Run 1, metal layers overlaid:
Two of the layers only.
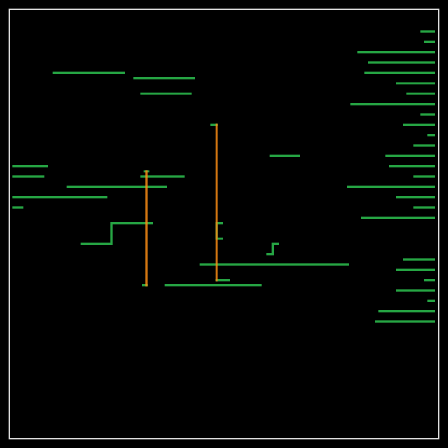
Run 1, gate-type map:
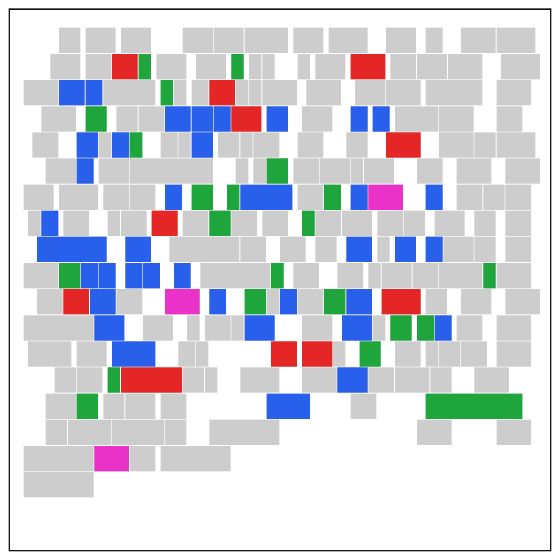
Run 1, pin map:
Bar = 20 um. Pins as bars across the die edge, other pins in gray.
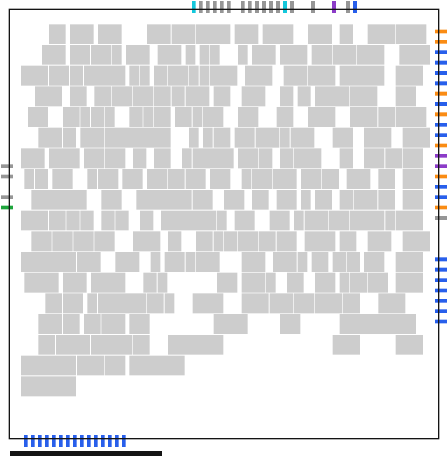
Run 1, sizing map:
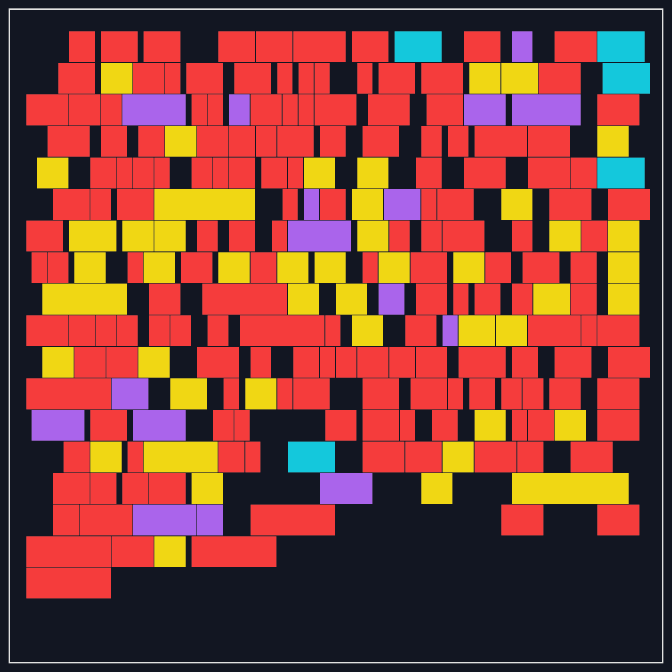
Design multicycle_control, sky130hd; sources not shown.
==> impl_metrics.env <==
# implementation run metrics
export IMPL_grt_pass1_vias=1318
export IMPL_fin_nets=271
export IMPL_routed_via_density=5.61
export IMPL_drc=0
export IMPL_async_reset_ff_share_pct=0
export IMPL_hold_path_class="flop to flop"
export IMPL_r2r_cells=8
export IMPL_warnings=42
export IMPL_clk_path_buf_depth=2
export IMPL_cts_buffers=3
export IMPL_cts_tree="built"
export IMPL_yosysWarningCount=0
export IMPL_cts_setup_buffers=0
export IMPL_final_hold_viol_count=0
export IMPL_dominant_cells="logic gates"
export IMPL_nClkBuffers=3
export IMPL_cp_top_family="simple AND/OR/NAND/NOR gates"
export IMPL_status="complete, but fails checks"
export IMPL_combGateArea_um2=977
export IMPL_clk_pin_slew_worst_paths_ns=0.06
export IMPL_firstDrtPassIters=4
export IMPL_clock_tree_area_fraction_pct=1.18
export IMPL_overflow=0
export IMPL_clk_latency_ns=0.26
export IMPL_ys_area_mm2=0.00115
export IMPL_syn_num_nets=198
export IMPL_place_gp_congestion=0.868
export IMPL_final_util_pct=68.4
export IMPL_rsz0062_at_grt="yes"
export IMPL_required_ns=1.80
export IMPL_ys_seq_share_pct=14.0
export IMPL_power_density_mw_per_mm2=914
export IMPL_cts_root_buf="clkbuf_4"
export IMPL_path_class="input port to output pin"
export IMPL_synth_adder_area_share_pct=1.97
export IMPL_top_cell="nor2_1"
export IMPL_whs_path_depth=2
export IMPL_finalSetupViolations=2
export IMPL_yosysTopAreaCell="dfxtp_1"
export IMPL_grt_start_max_net_pins=22
export IMPL_top_area_share_pct=14.0
export IMPL_crit_path_end_kind="output pin"
export IMPL_ys_cells=161
export IMPL_synth_comb_largest_family="simple AND/OR/NAND/NOR gates"
export IMPL_vdd_drop_max_uv=881
export IMPL_max_slew_margin_rel_pct=75.5
export IMPL_simple_gate_share_pct=39.8
export IMPL_cp_slowest_cell="or3_1"
export IMPL_edf_count=0
export IMPL_ys_flop_type="dfxtp_1"
export IMPL_drive_gt1_share_pct=28.9
export IMPL_chipArea_mm2=0.00316
export IMPL_p_leak_nw=0.881
export IMPL_fillCellCount=232
export IMPL_core_area_mm2=0.00278
export IMPL_crit_path_cell_trace="clkdlybuf4s15_1, nand2_1, or3_1, a21oi_1, buf_4, and2_4, buf_6"
export IMPL_path_depth=7
export IMPL_nNonClkInverters=5
export IMPL_ys_sh_aoi_pct=30.9
export IMPL_ys_sh_mux_pct=2.62
export IMPL_place_area_mm2=0.00184
export IMPL_drv_cap=0
export IMPL_logic_gates=138
export IMPL_ff_count=8
export IMPL_r2r_setup_slack_ns=0.11
export IMPL_violations="setup timing"
export IMPL_power_mw=1.74
export IMPL_fin_ws_ns=-0.0100
export IMPL_cpPeakStageDelay_ns=0.36
export IMPL_finalMaxSlewViolations=0
export IMPL_seq_share_pct=8.62
export IMPL_skew_ns=0.000906
export IMPL_cts_sinks=8
export IMPL_initCoreUtil_pct=41.2
export IMPL_synth_cell_type_count=55
export IMPL_dp_hpwl_mm=2.74
export IMPL_syn_inst=161
export IMPL_syn_area_per_cell_um2=7.12
export IMPL_cp_max_fo=7
export IMPL_ant_nets=0
export IMPL_critPathLaunchType="input port"
export IMPL_fin_setup_tns_ns=-0.0104
export IMPL_io_pins=63
export IMPL_dr_first_iter_drc_count=50
export IMPL_seq_area_um2=164
export IMPL_max_freq_mhz=415
export IMPL_tap_cells=31
export IMPL_rows=19
export IMPL_synthTopCellsByArea="dfxtp_1 14%, nor2_1 6.2%, a21oi_1 5.7%, and2_1 4.9%, nand2b_1 4.4%"
export IMPL_top_cells_by_count="19 x nor2_1, 13 x a21oi_1, 9 x and2_1, 9 x nand2_1"
export IMPL_synth_flop_count=8
export IMPL_finalClockPeriodUsage_pct=100
export IMPL_nonClkBufAreaFrac_pct=35.8
export IMPL_critPathBufInv=3
export IMPL_cts_resized=68
export IMPL_worstMarginPinSlew_ns=0.366
export IMPL_synth_area_mm2=0.00115
export IMPL_diodes=0
export IMPL_postCtsHoldBufs=0
export IMPL_synth_xor_area_share_pct=4.59
export IMPL_fin_crit_ns=2.41
export IMPL_grt_pass1_wl_mm=5.87
export IMPL_h_tree_depth=1
export IMPL_cp_arrival_ns=1.81
export IMPL_antenna_found_initial=0
Notes on 'metal layers overlaid' above:
color	layer	wire length
green	M3	250 um
orange	M4	35.4 um
final wirelength: 3.77 mm
Global Route Usage Sum: 22.4%
Vias: 1,475
wire per inst: 14.3 um

Notes on 'gate-type map' above:
color	family	cells
green	nand cells	22
red	non-inverting ao/oa cells	11
magenta	mux cells	3
blue	aoi and oai cells	38
most used logic cell in the final layout: buf_4
fin cells: 263
multi-input combinational area share: 51.4%

Notes on 'pin map' above:
color	port	pins	direction	edge
cyan	alu_src_a	2	output	top
purple	funct3_o	3	output	2 right, 1 top
orange	funct7_o	7	output	right
blue	instr	32	input	16 right, 15 bottom, 1 top
green	rst	1	input	left
all pins by edge	26 right, 18 top, 15 bottom, 4 left
Die W: 56.2 um
PortBufs: 47
die y size: 56.2 um

Notes on 'sizing map' above:
color	size	cells
cyan	x6 and larger	5
purple	x2	16
yellow	x3 and x4	46
red	x1 and smaller	165
area grow syn2layout: 65.9%
design area: 0.00190 mm^2
final worst slack: -0.0100 ns
Repair and plain buffers: 78

[run 1: layout by cell type (no fill, tap or decap), types with 3 or more instances in the layout]
| cell | netlist | routed |
|---|---|---|
| a21oi_1 | 13 | 13 |
| and2_1 | 9 | 6 |
| and2_4 | 1 | 4 |
| buf_4 | 1 | 34 |
| buf_6 | 0 | 5 |
| clkbuf_4 | 0 | 3 |
| clkdlybuf4s50_1 | 0 | 17 |
| dfxtp_1 | 8 | 7 |
| dlygate4sd2_1 | 0 | 15 |
| dlymetal6s2s_1 | 0 | 3 |
| inv_1 | 3 | 3 |
| mux2i_1 | 3 | 3 |
| nand2_1 | 9 | 9 |
| nand2b_1 | 8 | 8 |
| nor2_1 | 19 | 19 |
| nor2b_1 | 5 | 4 |
| nor4_1 | 5 | 4 |
| o21a_1 | 3 | 3 |
| o21ai_0 | 4 | 3 |
| o21ai_1 | 3 | 3 |
| o22ai_1 | 5 | 4 |
| xnor2_1 | 4 | 3 |
[run 1: through the flow]
stage	instances	worst slack (ns)	hold WS, ns
2_1_floorplan	161	0.102	0.516
6_report	263	-0.0100	0.561
4_1_cts	263	0.00158	0.561
5_1_grt	263	-0.134	0.583
3_3_place_gp	260	-0.622	0.526
3_5_place_dp	260	-0.687	0.548
[run 1: where the power goes]
group	switching, mW	internal (mW)	total [mW]
Clock	0.0497	0.0575	0.107
Combinational	0.790	0.638	1.43
Sequential	0.0382	0.164	0.202
Total	0.878	0.860	1.74
[run 1: routing by layer]
metal / GRT usage [%] / up-vias / part of all wire [%]
li1: - / 741 / -
met1: 29.5 / 673 / 44
met2: 38.6 / 57 / 48
met3: 3.26 / 4 / 6.6
met4: 4.88 / 0 / 0.93
met5: 0 / - / 0
[run 1: tightest hold or removal path: stages, from the launching register on]
cell     delay, ns
dfxtp_1       0.32
mux2i_1       0.14
nor4_1        0.06
Power figures rest on the tool's default switching activity, not on a simulated workload.
